--- src/rtl/wide_alu_seq.sv ---
// 16-bit ADD/OR/AND/XOR/EQ/SHL1 sequencer driving an 8-bit combinational ALU in byte passes.
// Latency: done 3 cycles after accept (4 for ADD16/SHL1_16); start is ignored while busy, nothing queued.
module wide_alu_seq (
   input  logic        clk,
   input  logic        reset,
   input  logic        start,
   input  logic [2:0]  op,
   input  logic [15:0] a,
   input  logic [15:0] b,
   output logic        busy,
   output logic        done,
   output logic [15:0] result,
   output logic        carry,
   output logic        eq,
   output logic        err,
   output logic [2:0]  alu_cmd,
   output logic [7:0]  alu_inA,
   output logic [7:0]  alu_inB,
   output logic        alu_sc_i,
   output logic        alu_negAddi,
   input  logic [7:0]  alu_rslt,
   input  logic        alu_sc_o,
   input  logic        alu_zero
);

   localparam logic [2:0] OP_ADD = 3'd0;
   localparam logic [2:0] OP_OR  = 3'd1;
   localparam logic [2:0] OP_AND = 3'd2;
   localparam logic [2:0] OP_XOR = 3'd3;
   localparam logic [2:0] OP_EQ  = 3'd4;
   localparam logic [2:0] OP_SHL = 3'd5;

   typedef enum logic [2:0] {S_IDLE, S_LO, S_HI, S_FIX, S_DONE} state_t;

   state_t      state, state_nxt;
   logic [2:0]  op_q;
   logic [15:0] a_q, b_q;
   logic [7:0]  r_lo, r_hi;
   logic        c_lo, c_hi, z_lo;
   logic [2:0]  byte_cmd;
   logic        needs_fix, is_illegal;

   assign needs_fix  = (op_q == OP_ADD) || (op_q == OP_SHL);
   assign is_illegal = (op_q > OP_SHL);
   assign busy       = (state != S_IDLE);
   assign done       = (state == S_DONE);
   assign alu_sc_i    = 1'b0;
   assign alu_negAddi = 1'b0;

   always_comb begin
      byte_cmd = 3'b111;
      case (op_q)
         OP_ADD:  byte_cmd = 3'b000;
         OP_OR:   byte_cmd = 3'b010;
         OP_AND:  byte_cmd = 3'b011;
         OP_XOR:  byte_cmd = 3'b100;
         OP_EQ:   byte_cmd = 3'b101;
         OP_SHL:  byte_cmd = 3'b001;
         default: byte_cmd = 3'b111;
      endcase
   end

   always_ff @(posedge clk or posedge reset) begin
      if (reset) state <= S_IDLE;
      else       state <= state_nxt;
   end

   always_comb begin
      state_nxt = state;
      alu_cmd   = 3'b111;
      alu_inA   = 8'h00;
      alu_inB   = 8'h00;
      case (state)
         S_IDLE: if (start) state_nxt = S_LO;
         S_LO: begin
            alu_cmd   = byte_cmd;
            alu_inA   = a_q[7:0];
            alu_inB   = (op_q == OP_SHL) ? 8'h01 : b_q[7:0];
            state_nxt = S_HI;
         end
         S_HI: begin
            alu_cmd   = byte_cmd;
            alu_inA   = a_q[15:8];
            alu_inB   = (op_q == OP_SHL) ? 8'h01 : b_q[15:8];
            state_nxt = needs_fix ? S_FIX : S_DONE;
         end
         S_FIX: begin
            // Fold the low-byte carry/shift-out into the high byte: ADD for ADD16, OR for SHL1_16.
            alu_cmd   = (op_q == OP_ADD) ? 3'b000 : 3'b010;
            alu_inA   = r_hi;
            alu_inB   = {7'b0, c_lo};
            state_nxt = S_DONE;
         end
         S_DONE: state_nxt = S_IDLE;
         default: state_nxt = S_IDLE;
      endcase
   end

   always_ff @(posedge clk or posedge reset) begin
      if (reset) begin
         op_q   <= 3'd0;
         a_q    <= 16'h0000;
         b_q    <= 16'h0000;
         r_lo   <= 8'h00;
         r_hi   <= 8'h00;
         c_lo   <= 1'b0;
         c_hi   <= 1'b0;
         z_lo   <= 1'b0;
         result <= 16'h0000;
         carry  <= 1'b0;
         eq     <= 1'b0;
         err    <= 1'b0;
      end else begin
         case (state)
            S_IDLE: if (start) begin
               op_q <= op;
               a_q  <= a;
               b_q  <= b;
            end
            S_LO: begin
               r_lo <= alu_rslt;
               c_lo <= alu_sc_o;
               z_lo <= alu_zero;
            end
            S_HI: begin
               r_hi <= alu_rslt;
               c_hi <= alu_sc_o;
               // Ops without a fix-up pass publish their outputs on the HI -> DONE edge.
               if (!needs_fix) begin
                  result <= (is_illegal || op_q == OP_EQ) ? 16'h0000 : {alu_rslt, r_lo};
                  carry  <= 1'b0;
                  eq     <= (op_q == OP_EQ) && z_lo && alu_zero;
                  err    <= is_illegal;
               end
            end
            S_FIX: begin
               r_hi   <= alu_rslt;
               result <= {alu_rslt, r_lo};
               carry  <= (op_q == OP_ADD) ? (c_hi | alu_sc_o) : c_hi;
               eq     <= 1'b0;
               err    <= 1'b0;
            end
            default: ;
         endcase
      end
   end

endmodule

--- config.mk ---
export PLATFORM = sky130hd
export DESIGN_NAME = wide_alu_seq
export DESIGN_NICKNAME = d
export VERILOG_FILES = /design/src/rtl/wide_alu_seq.sv
export SDC_FILE = /design/constraint.sdc
export NUM_CORES = 1
export LEC_CHECK = 0
export CAP_MARGIN = 20
export CELL_PAD_IN_SITES_DETAIL_PLACEMENT = 1
export CELL_PAD_IN_SITES_GLOBAL_PLACEMENT = 2
export CORE_MARGIN = 2
export CORE_UTILIZATION = 34
export DETAILED_ROUTE_END_ITERATION = 10
export PLACE_DENSITY_LB_ADDON = 0.1
export SLEW_MARGIN = 20
export SYNTH_ARGS = -nofsm -noshare
export SYNTH_HDL_FRONTEND = slang
export SYNTH_SLANG_ARGS = --single-unit
--- constraint.sdc ---
create_clock -name clk -period 4.4 [get_ports clk]
set_input_delay 0.88 -clock clk [delete_from_list [all_inputs] [get_ports clk]]
set_output_delay 0.88 -clock clk [all_outputs]
set_load 0.01 [all_outputs]
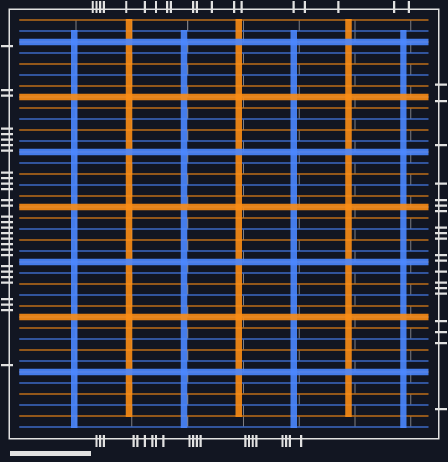
**Above:** run 1 (power grid).
Scale bar: 20 um. Pins as bars on the die edge. Tap cells in grey.
Orange stands for VDD. Blue stands for VSS.
The core has 37 rows. 38 met1 rails follow the rows. 7 straps on met5. 7 straps on met4.
worst ir drop on vdd: 0.221 mV
die boundary width: 106 um

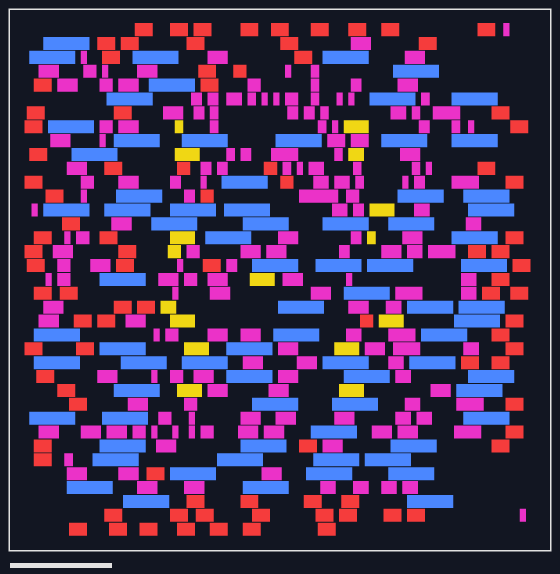
**Above:** run 1 (cell classes on the final placement).
Scale bar: 20 um.
Red stands for other buffers and delay cells, cells 93, share of their area 20%. Blue stands for flip-flops, cells 76, share of their area 42%. Magenta stands for all other logic, cells 178, share of their area 33%. Yellow stands for clock drivers and dummy loads, cells 16, share of their area 4.1%.

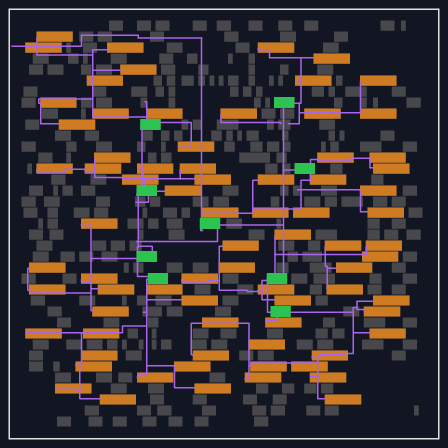
**Above:** run 1 (clock distribution).
Purple stands for clock wires, length 1,020 um. Green stands for cells driving clock nets, count 9. Orange stands for flip-flops, count 76.
Position of the flops: spread over the die. There are 10 routed clock nets.

[run 1: flip-flops by register name, indices dropped and copies added, names as in the netlist]
register  count
eq            1
b_q          16
r_lo          8
err           1
state         3
a_q          16
z_lo          1
c_hi          1
r_hi          8
result       16
c_lo          1
carry         1
op_q          3
[run 1: cell usage after synthesis, types with 3 or more instances]
cell / number
sky130_fd_sc_hd__buf_4: 7
sky130_fd_sc_hd__mux2_2: 61
sky130_fd_sc_hd__nor2_1: 19
sky130_fd_sc_hd__a22oi_1: 15
sky130_fd_sc_hd__dfrtp_1: 76
sky130_fd_sc_hd__mux2_4: 8
sky130_fd_sc_hd__a22o_1: 8
sky130_fd_sc_hd__nand2b_1: 3
sky130_fd_sc_hd__o21ai_0: 8
sky130_fd_sc_hd__nor3_1: 4
sky130_fd_sc_hd__nand3_1: 3
sky130_fd_sc_hd__nor2b_1: 7
sky130_fd_sc_hd__inv_1: 3
sky130_fd_sc_hd__clkbuf_1: 8
sky130_fd_sc_hd__buf_2: 6
sky130_fd_sc_hd__o31a_1: 8
sky130_fd_sc_hd__nand2_1: 4
[run 1: area by class of cell]
cell class | instances | area (um^2)
inverter | 5 | 20.0
multi-input combinational | 173 | 1490
sequential | 76 | 1900
clock inverter | 5 | 35.0
timing repair buffer | 93 | 916
clock buffer | 11 | 151
tap | 136 | 170
fill | 1085 | 5510
[run 1: cells by family after synthesis]
group | Yosys count | synth area share [%]
buffers and inverters | 29 | 4.26
and+or+nand+nor | 49 | 7.09
muxes | 70 | 23.2
DFF | 76 | 53.9
AOI/OAI and AO/OA | 50 | 11.0
xor gates and xnor gates | 2 | 0.497
other | 1 | 0.106
==> notes.md, run 1 <==
Quick summary of the implementation run below.

The total routed wirelength came out at ~8.4 mm. STA shows the worst reg2reg path with a cell count of 4. The longest individual stage delay on the worst path came out at between 0.6 and 0.7 ns. The post-synthesis cell count from yosys is 277. The total number of cells along the worst setup path came out at 4.

The tightest min-delay check is of the flip-flop to flip-flop type. The final core utilization came out at 45.9%. The path with the worst hold slack has its endpoint at r_hi[1]. In this run, power in flip-flops and latches comes to 1.29 mW.

The max-cap violation count came out at 0. The max-slew violation count came out at 0. Setup repair after global routing left no endpoint under its margin. The core utilization at floorplan came out at 34.6%. The met1 demand-to-capacity share in global routing is 21.1%. The number of instances resized during post-cts repair is 0. Among cell families on the critical path, the largest total delay comes from simple AND/OR/NAND/NOR gates. The total clock sinks is 76.

Synthesis produced roughly 280 cells. The antenna cell count is 0. The top cell type's share of synthesized area came out at a little over half. The remaining max-slew budget at the tightest pin came out at 29.4%. The sum of net half-perimeters after detailed placement came out at 6.07 mm. The clock transition time at the flip-flop clock pins of the worst setup and hold paths is 0.07 ns.

The proportion of layout cells with a drive suffix above 1 came out at 26.4%. In the power breakdown, the internal column shows 2.21 mW. According to the timing report, the data required time at the worst endpoint equals 3.52 ns.

The total placed cells including tap cells is about 480. The sum of routed wire segments on met1 is 3.99 mm. The part of the cycle the worst path needs is 75.4%. The layout-stage area growth over the synthesis result is 32.7%. The synthesized design contains 76 register bits. OpenSTA lists the critical path endpoint as alu_inB[3]. The number of DRC markers after the initial detailed-route iteration is 74. Leaving out fill and tap cells, the most frequent cells in the layout are 87 x sky130_fd_sc_hd__clkdlybuf4s50_1, 76 x sky130_fd_sc_hd__dfrtp_1, 61 x sky130_fd_sc_hd__mux2_2. The final non-filler cell total is 499.

The end-of-flow timing check tallies setup violations at 0. In the final design database the tool counted a little over 400 nets. The flow ran to the end, and the final reports show no timing, DRC or antenna violations.

The reported leakage power is 1.91 nW. The top layer used by detailed routing is met4. The synthesis report gives the async set-or-reset register share as 100%. By instance count after routing, the leading logic cell type is sky130_fd_sc_hd__clkdlybuf4s50_1. For this run the aggregate overflow at the end of global routing stands at 0.

The standard cell with the maximum stage delay on the critical path is sky130_fd_sc_hd__dfrtp_1. TritonRoute reported its final design rule violation total as 0. The number of antenna violations at the first check in global routing is 0. The clock group power came out at 0.501 mW. The met2 global-route usage is about a quarter.

The launching element of the worst setup path is op_q[1]. The hold violation total from the final report is 0. The main area contributors are sky130_fd_sc_hd__dfrtp_1 54%, sky130_fd_sc_hd__mux2_2 19%, sky130_fd_sc_hd__mux2_4 3.4%, sky130_fd_sc_hd__a22oi_1 3.2%, sky130_fd_sc_hd__nor2_1 2.0%. The largest part of the power goes to combinational logic.

The part of the total power dissipated in the clock network came out at between 10% and 20%. The number of global-route vias before repair is 2,687. The die covers 11,200 um^2. The instance area at placement came out at between 4000 and 5000 um^2.

The power drawn by the combinational cells is between 1.5 and 2 mW. The yosys warning tally is 0. The power density relative to cell area came out at ~720 nW/um^2. The register-to-register setup slack is 1.73 ns.

The clock insertion delay at the later pin of the skew report is 0.34 ns. Looking at the clock tree report, the root buffer type is sky130_fd_sc_hd__clkbuf_8. Entering global routing, the biggest net connects 36 pins. The pre-CTS setup slack is 1.41 ns.

The first detailed-routing pass took 4 iterations. The CTS report gives the tree buffer count as 9. The launch point of the worst reg-to-reg path is state[2]. The largest fanout on the critical path came out at 13. The met3 routing resource usage after global routing came out at approximately 3.8%. sky130_fd_sc_hd__dfrtp_1 takes more of the synthesized area than any other cell. The number of nets still failing antenna checks after routing came out at 0.

Per the synth stats, the flop cell with the highest instance count is sky130_fd_sc_hd__dfrtp_1. The critical path endpoint category is an output port. The routed layout has 2,461 vias. The most used routing layer is met2.

The arrival time of data at the worst endpoint is listed as 2.44 ns. The minimum setup slack in the final design came out at 1.08 ns. The end of the worst register-to-register path is result[7]. The detailed-route wire length per cell came out at about 17 um. The transition time of the tightest slew-check pin came out at 1.06 ns.
==> run 1 -> run 2 <==
Settings changed: CORE_UTILIZATION 34 to 29.
Clock period 4.4 ns to 3 ns, I/O delays scaled along.
==> run 2 against run 1 <==
  * Hold slack got worse by 0.0042 ns
  * Core utilization is 4.8 points lower
  * Cell area increased by 5.1%
  * Via count increased by 1.2%
  * Highest routed layer unchanged
==> notes.md, run 2 <==
Quick summary of the implementation run below.

The overall chip area came to 13,100 um^2 (was 11,200 um^2). The minimum setup slack in the final design came out at 0.237 ns (was 1.08 ns). The flow reports an fmax of 0.362 GHz. The total clock sinks came out at 76 (unchanged). The antenna cell count is 0 (unchanged). The largest fanout on the critical path came out at 13 (unchanged).

The longest individual stage delay on the worst path is 0.55 ns (was 0.61 ns). The number of nets still failing antenna checks after routing came out at 0 (unchanged). Setup repair after global routing missed its margin: false (unchanged). Top cell types by occurrence after synthesis: 76 x sky130_fd_sc_hd__dfrtp_1, 61 x sky130_fd_sc_hd__mux2_2, 19 x sky130_fd_sc_hd__nor2_1 (unchanged). The required time of the critical path is 2.40 ns (was 3.52 ns). The synthesized flop and latch total is 76 (unchanged). The launch point of the worst reg-to-reg path is state[1] (was state[2]). The peak supply drop is 0.470 mV (was 0.221 mV). The register-to-register setup slack is 1.01 ns (was 1.73 ns).

The maximum buffer depth of the clock tree came out at 2 (unchanged). The average size of a mapped cell came to 12.7 um^2 (unchanged). The clock transition time at the flip-flop clock pins of the worst setup and hold paths is 0.06 ns (was 0.07 ns). The transition time of the tightest slew-check pin is 0.524 ns (was 1.06 ns).

The startpoint-to-endpoint class of the critical path was flip-flop to output port (unchanged). Registers with the most flip-flops: a_q x16, b_q x16, result x16 (unchanged). The number of nets in the layout came out at 413 (was 406).

The leading register cell type out of synthesis is sky130_fd_sc_hd__dfrtp_1 (unchanged). The clock root buffer is sky130_fd_sc_hd__clkbuf_16 (was sky130_fd_sc_hd__clkbuf_8). The number of H-tree levels came to 3 (unchanged). The remaining max-slew budget at the tightest pin came out at 65.1% (was 29.4%). Most instantiated logic cells after routing: 87 x sky130_fd_sc_hd__clkdlybuf4s50_1, 76 x sky130_fd_sc_hd__dfrtp_1, 61 x sky130_fd_sc_hd__mux2_2 (unchanged). The yosys warning tally is 0 (unchanged). The mean number of vias per cell is 4.82 (was 4.93).

The standard cell with the maximum stage delay on the critical path is sky130_fd_sc_hd__clkdlybuf4s50_1 (was sky130_fd_sc_hd__dfrtp_1). The total setup violations reported at the end of the flow is 0 (unchanged). The routed via count is 2,490 (was 2,461).

The most popular library cell in the synthesized design by count is sky130_fd_sc_hd__dfrtp_1 (unchanged). The hold violation total from the final report came to 0 (unchanged). The worst clock skew on the final layout came out at 0.00550 ns (was 0.0127 ns). The layout-stage area growth over the synthesis result came out at 39.4% (was 32.7%). The quantity of hold-fixing buffers added after cts is 0 (unchanged). The launch point of the worst hold path is c_hi (was r_hi[1]). The core utilization at floorplan came out at 29.5% (was 34.6%).

The depth of the worst register-to-register path is 5 (was 4). The post-synthesis cell count from yosys is 277 (unchanged). The number of DRC markers after the initial detailed-route iteration came to 63 (was 74).

The number of instances in the synthesized netlist came to 277 (unchanged). The critical path endpoint category was an output port (unchanged). The cell area after technology mapping is 3530 um^2 (unchanged). The pre-CTS setup slack came out at 0.457 ns (was 1.41 ns). The global route total overflow is 0 (unchanged). The total routed wirelength is 8.97 mm (was 8.35 mm). The count of TritonRoute iterations in the first routing pass was 4 (unchanged).

The number of synthesized flops with an enable pin is 0 (unchanged). The part of the cycle the worst path needs came out at 92.1%. The worst hold path endpoint is c_hi (was r_hi[1]).

The clock insertion delay at the later pin of the skew report is 0.33 ns (was 0.34 ns). The top cell type's share of synthesized area is 53.9% (unchanged). The CTS buffer count came out at 9 (unchanged). The number of global-route vias before repair is 2,680 (was 2,687). The arrival time at the worst endpoint came out at 2.16 ns (was 2.44 ns). The detailed-route wire length per cell came out at 17.3 um (was 16.7 um). The number of antenna violations at the first check in global routing came to 0 (unchanged). The total global-route track usage is 14.8% (was 16.0%). The power density relative to cell area is 1140 nW/um^2 (was 724 nW/um^2). Cell area leaders: sky130_fd_sc_hd__dfrtp_1 54%, sky130_fd_sc_hd__mux2_2 19%, sky130_fd_sc_hd__mux2_4 3.4%, sky130_fd_sc_hd__a22oi_1 3.2%, sky130_fd_sc_hd__nor2_1 2.0% (unchanged). The fraction of registers with async set or reset after synthesis is 100% (unchanged). The max-cap violation count was 0 (unchanged).

The sum of net half-perimeters after detailed placement is 6.22 mm (was 6.07 mm). The number of instances resized during post-cts repair was 0 (unchanged). The highest-count logic cell in the final layout is sky130_fd_sc_hd__clkdlybuf4s50_1 (unchanged). The total setup buffers inserted after CTS is 0 (unchanged). The type of the tightest min-delay check was flip-flop to flip-flop (unchanged). The horizontal die size was 114 um (was 106 um). The end of the worst register-to-register path is result[7] (unchanged).

The post-synthesis cell type count came to 39 (unchanged). The reported leakage power is 2.01 nW (was 1.91 nW). Run status: finished clean (unchanged).

The max-slew violation count is 0 (unchanged). The maximum number of pins on one net before global-route repair is 77 (was 36). The cell taking the most area after synthesis was sky130_fd_sc_hd__dfrtp_1 (unchanged).

The proportion of layout cells with a drive suffix above 1 came out at 27.8% (was 26.4%). The total DRC errors in the routed layout was 0 (unchanged).
run 2: cell counts after synthesis:
No cell type changed its count.
run 2: layout make-up:
type	count	area [um^2]
Clock buffer	10	229
Clock inverter	6	113
Fill cell	1267	7050
Inverter	5	20.0
Multi-Input combinational cell	173	1490
Sequential cell	76	1900
Tap cell	147	184
Timing Repair Buffer	100	981
run 2: worst max-delay path: cells and delay by family, from the launching register on:
kind	cells	cell delay [ns]
buffers and inverters	2	0.82
flip-flops	1	0.46
AND/OR/NAND/NOR	2	0.43
AND-OR/OR-AND	1	0.11
run 2: kinds of logic after synthesis:
logic type | after synthesis | share of synthesized area (%)
compound gates | 50 | 11.0
xor+xnor | 2 | 0.497
buf+inv | 29 | 4.26
flops | 76 | 53.9
mux | 70 | 23.2
other cells | 1 | 0.106
simple gates | 49 | 7.09
run 2: per-stage QoR:
stage / area [um^2] / instances / hold WS (ns) / utilization, %
final: 4920 / 517 / 0.503 / 41.1
after global routing: 4920 / 517 / 0.517 / 41.1
after CTS: 4910 / 517 / 0.507 / 41.1
after detailed placement: 4570 / 501 / 0.492 / 38.2
after global placement: 4570 / 501 / 0.482 / 38.2
after floorplan: 3530 / 278 / 0.471 / -
run 2: worst max path at each step:
stage | from | endpoint
after floorplan | reset | a_q[0]
after global placement | state[0] | alu_inB[2]
after detailed placement | state[0] | alu_inB[2]
after CTS | state[0] | alu_inB[7]
after global routing | state[0] | alu_inA[6]
final | state[0] | alu_inA[6]
run 2: metal layers:
metal  vias up  part of all wire [%]  GRT usage, %
li1       1168                     -             -
met1      1257                    48          20.4
met2        59                    46          22.4
met3         6                   4.7          4.66
met4         0                  0.76          4.15
met5         -                     0             0
run 2: where the power goes:
part,internal [mW],switching (mW)
clock,0.813,0.428
combinational,1.43,1.09
sequential,1.53,0.289
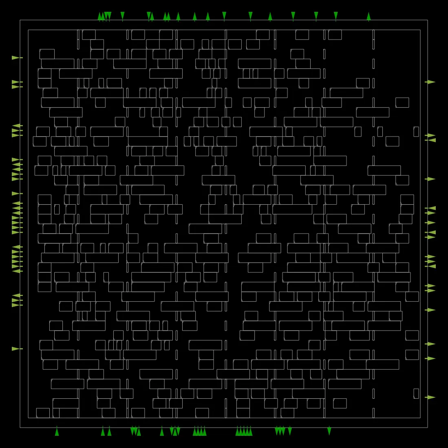
**Above:** run 2 (placed standard cells).
core box area: 12,000 um^2
number of rows in the core area: 40
Taps Inserted: 147
fraction of area in registers: 38.7%
final core area utilization: 41.1%

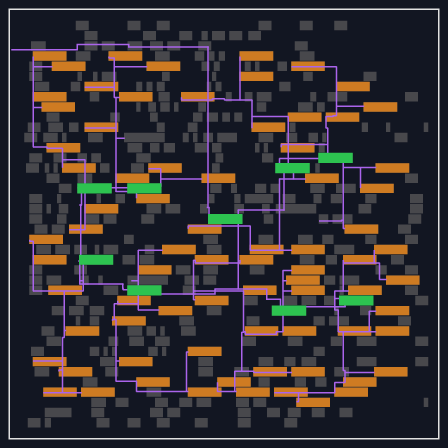
**Above:** run 2 (clock distribution).
Orange stands for flip-flops, count 76. Purple stands for clock wires, length 1,120 um. Green stands for cells driving clock nets, count 9.
Position of the flops: spread over the die. There are 10 routed clock nets.

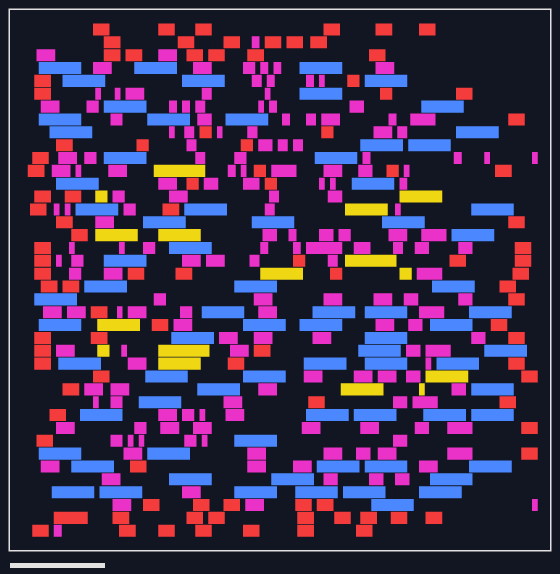
**Above:** run 2 (cell classes on the final placement).
Scale bar: 20 um.
Blue stands for flip-flops, cells 76, share of their area 40%. Red stands for other buffers and delay cells, cells 100, share of their area 21%. Yellow stands for clock drivers and dummy loads, cells 16, share of their area 7.2%. Magenta stands for all other logic, cells 178, share of their area 32%.
Layout Cell Area excl Fill: 4920 um^2

==> run 2 -> run 3 <==
Settings changed: SKIP_LAST_GASP set to 1.
==> run 3 against run 2 <==
  * Clock-buffer cell count stayed put
  * Final cell count stayed put
  * Total power unchanged
  * Sequential share of layout area did not move
  * Via count stayed put
  * Critical path type unchanged
  * Critical endpoint unchanged
  * Highest routed layer unchanged
==> notes.md, run 3 <==
Quick summary of the implementation run below.

Run status: finished clean (unchanged). Most instantiated logic cells after routing: 87 x sky130_fd_sc_hd__clkdlybuf4s50_1, 76 x sky130_fd_sc_hd__dfrtp_1, 61 x sky130_fd_sc_hd__mux2_2 (unchanged). The overall chip area came to 13,100 um^2 (unchanged). The max-cap violation count was 0 (unchanged).

The longest individual stage delay on the worst path is 0.55 ns (about the same). The part of the cycle the worst path needs is 92.1% (unchanged). The cell area after technology mapping came to 3530 um^2 (unchanged). The type of the tightest min-delay check is flip-flop to flip-flop (unchanged).

The yosys warning tally came out at 0 (unchanged). The total placed cells including tap cells came out at 501 (unchanged). The count of buffer and inverter cells on the critical path is 2 (unchanged). The number of antenna violations at the first check in global routing is 0 (unchanged).

The standard cell with the maximum stage delay on the critical path was sky130_fd_sc_hd__clkdlybuf4s50_1 (unchanged). Setup repair after global routing missed its margin: false (unchanged). The XOR/XNOR share of the synthesized area came out at 0.497% (unchanged). The net load switching power came to 1.81 mW (unchanged). The combinational cell fraction of total power came out at 45.1% (about the same). The final-layout worst hold slack was 0.503 ns (unchanged). The average size of a mapped cell came out at 12.7 um^2 (unchanged).

The number of nets still failing antenna checks after routing was 0 (unchanged). The met2 layer wire length in the routed design came to 4.16 mm (unchanged). The internal power contribution is 3.78 mW (unchanged). The most popular library cell in the synthesized design by count is sky130_fd_sc_hd__dfrtp_1 (unchanged). The sum of net half-perimeters after detailed placement was 6.22 mm (unchanged). The total setup buffers inserted after CTS is 0 (unchanged). The post-synthesis cell type count is 39 (unchanged). The sum of routed wire segments on met1 came out at 4.31 mm (unchanged). The maximum number of pins on one net before global-route repair came out at 77 (unchanged). The transition time of the tightest slew-check pin was 0.524 ns (unchanged). The number of rows in the core area was 40 (unchanged). The met1 demand-to-capacity share in global routing came to 20.4% (unchanged). The highest attainable clock frequency is 0.362 GHz (unchanged). The area fraction in mux cells came out at 23.2% (unchanged).

The antenna cell count came out at 0 (unchanged). The peak supply drop came out at 0.470 mV (unchanged). The hold violation total from the final report was 0 (unchanged).

The total clock sinks was 76 (unchanged). The largest fanout on the critical path is 13 (unchanged). The number of H-tree levels came out at 3 (unchanged).

The layout-stage area growth over the synthesis result was 39.4% (unchanged). The arrival time at the worst endpoint came out at 2.16 ns (about the same). The main logic family after synthesis is multiplexers (unchanged).

The max-slew violation count is 0 (unchanged). The post-synthesis simple-gate area fraction came to 7.09% (unchanged). The clock transition time at the flip-flop clock pins of the worst setup and hold paths came out at 0.06 ns (about the same).

The number of instances in the synthesized netlist is 277 (unchanged). The number of DRC markers after the initial detailed-route iteration came out at 63 (unchanged). The final non-filler cell total came out at 517 (unchanged). The total setup violations reported at the end of the flow is 0 (unchanged). The switching power share of the total is 32.4% (unchanged). The met2 global-route usage is 22.4% (unchanged). The global route total overflow is 0 (unchanged). The proportion of layout cells with a drive suffix above 1 is 27.8% (unchanged). Registers with the most flip-flops: a_q x16, b_q x16, result x16 (unchanged).

The startpoint-to-endpoint class of the critical path is flip-flop to output port (unchanged). The reported leakage power is 2.01 nW (unchanged). The power density relative to cell area was 1140 nW/um^2 (unchanged). The worst clock skew on the final layout came out at 0.00550 ns (unchanged). The clock root buffer is sky130_fd_sc_hd__clkbuf_16 (unchanged). The CTS buffer count is 9 (unchanged). The number of synthesized flops with an enable pin came out at 0 (unchanged). The synthesized-area fraction occupied by ao, oa, aoi and oai cells is 11.0% (unchanged). The remaining max-slew budget at the tightest pin is 65.1% (unchanged). The highest-count logic cell in the final layout is sky130_fd_sc_hd__clkdlybuf4s50_1 (unchanged). The top cell type's share of synthesized area is 53.9% (unchanged). The top layer used by detailed routing is met4 (unchanged). The cell taking the most area after synthesis was sky130_fd_sc_hd__dfrtp_1 (unchanged). The count of TritonRoute iterations in the first routing pass came out at 4 (unchanged).

The placeable core region came to 12,000 um^2 (unchanged). The maximum buffer depth of the clock tree came to 2 (unchanged). The critical path endpoint category was an output port (unchanged).

The family with the most delay on the worst path was buffers and inverters (unchanged). The leading register cell type out of synthesis is sky130_fd_sc_hd__dfrtp_1 (unchanged). The power share of the sequential group came out at 32.6% (about the same).
-- run 3: cell counts in the layout (fill, tap and decap cells not counted) --
Identical to the previous run, type by type.
-- run 3: repair_timing --
item | CTS | global route
endpoints found under the setup margin | 0 | 7
hold endpoints to repair | 0 | 0
gates resized | 0 | 1
-- run 3: cell families (layout without fill, tap and decap cells) --
logic type / count (synthesis) / after routing
DFF: 76 / 76
other: 1 / 2
and+or+nand+nor: 49 / 49
buffers and inverters: 29 / 121
AOI/OAI and AO/OA: 50 / 50
muxes: 70 / 70
xor gates and xnor gates: 2 / 2
-- run 3: worst paths after layout --
kind	from	slack, ns	depth (start not counted)	end
worst min-delay path	c_hi	0.50	1	c_hi
worst max register to register	state[1]	1.01	5	result[7]
worst min register to register	c_hi	0.50	1	c_hi
worst max-delay path	state[0]	0.24	5	alu_inA[6]
min in group asynchronous	reset	0.66	3	a_q[10]
max in group asynchronous	reset	1.99	3	result[5]
-- run 3: metrics by stage --
step	worst slack [ns]	cell area, um^2	util [%]
2_1_floorplan	0.462	3530	-
3_3_place_gp	0.523	4570	38.2
3_5_place_dp	0.457	4570	38.2
4_1_cts	0.0565	4910	41.1
5_1_grt	0.0552	4920	41.1
6_report	0.237	4920	41.1
-- run 3: cell type report --
class                   instances  area, um^2
clock buffers                  10         229
multi-input cells             173        1490
flip-flops and latches         76        1900
fillers                      1267        7050
inverters                       5        20.0
repair buffers                100         981
well taps                     147         184
clock inverters                 6         113
-- run 3: power groups by stage --
stage | registers [mW] | clock network, mW | logic (mW)
2_1_floorplan | 1.81 | 0 | 1.60
3_3_place_gp | 1.83 | 0 | 2.53
3_5_place_dp | 1.84 | 0 | 2.56
4_1_cts | 1.83 | 1.28 | 2.57
5_1_grt | 1.90 | 1.33 | 2.75
6_report | 1.82 | 1.24 | 2.52
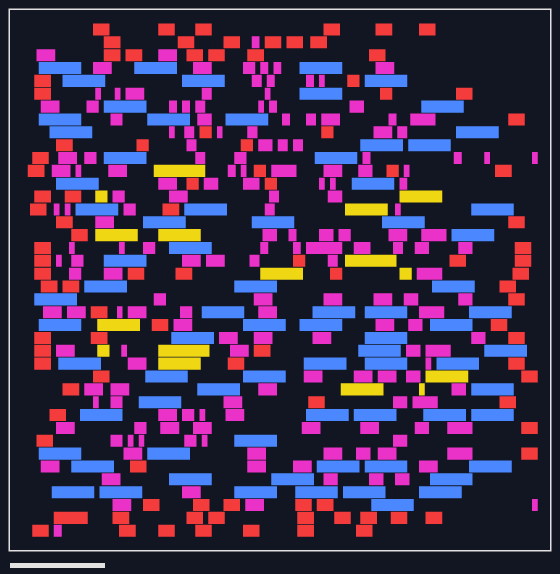
**Above:** run 3 (cell classes on the final placement).
Scale bar: 20 um.
Red stands for other buffers and delay cells, cells 100, share of their area 21%. Yellow stands for clock drivers and dummy loads, cells 16, share of their area 7.2%. Magenta stands for all other logic, cells 178, share of their area 32%. Blue stands for flip-flops, cells 76, share of their area 40%.

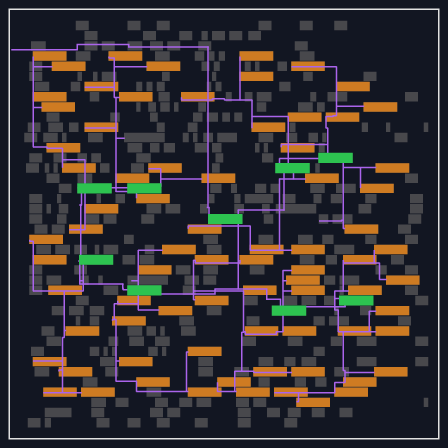
**Above:** run 3 (clock distribution).
Purple stands for clock wires, length 1,120 um. Orange stands for flip-flops, count 76. Green stands for cells driving clock nets, count 9.
There are 10 routed clock nets. Position of the flops: spread over the die.
source-to-sink clock delay at the later pin of the worst-skew pair: 0.33 ns
P_clk: 1.24 mW

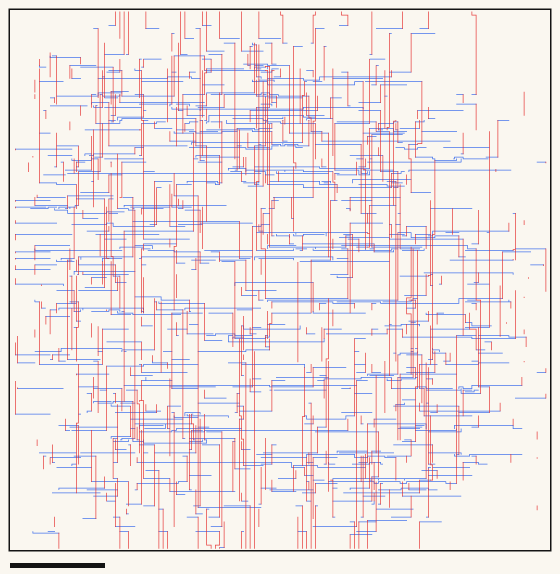
**Above:** run 3 (metal layers overlaid).
Scale bar: 20 um. Only two layers are drawn.
Blue stands for met1, wire length 4,310 um. Red stands for met2, wire length 4,160 um.
total routed wirelength: 8.97 mm
WL/cell: 17.3 um
number of vias after detailed routing: 2,490
All-Layer GR Usage: 14.8%

Power and IR drop assume default switching activity.
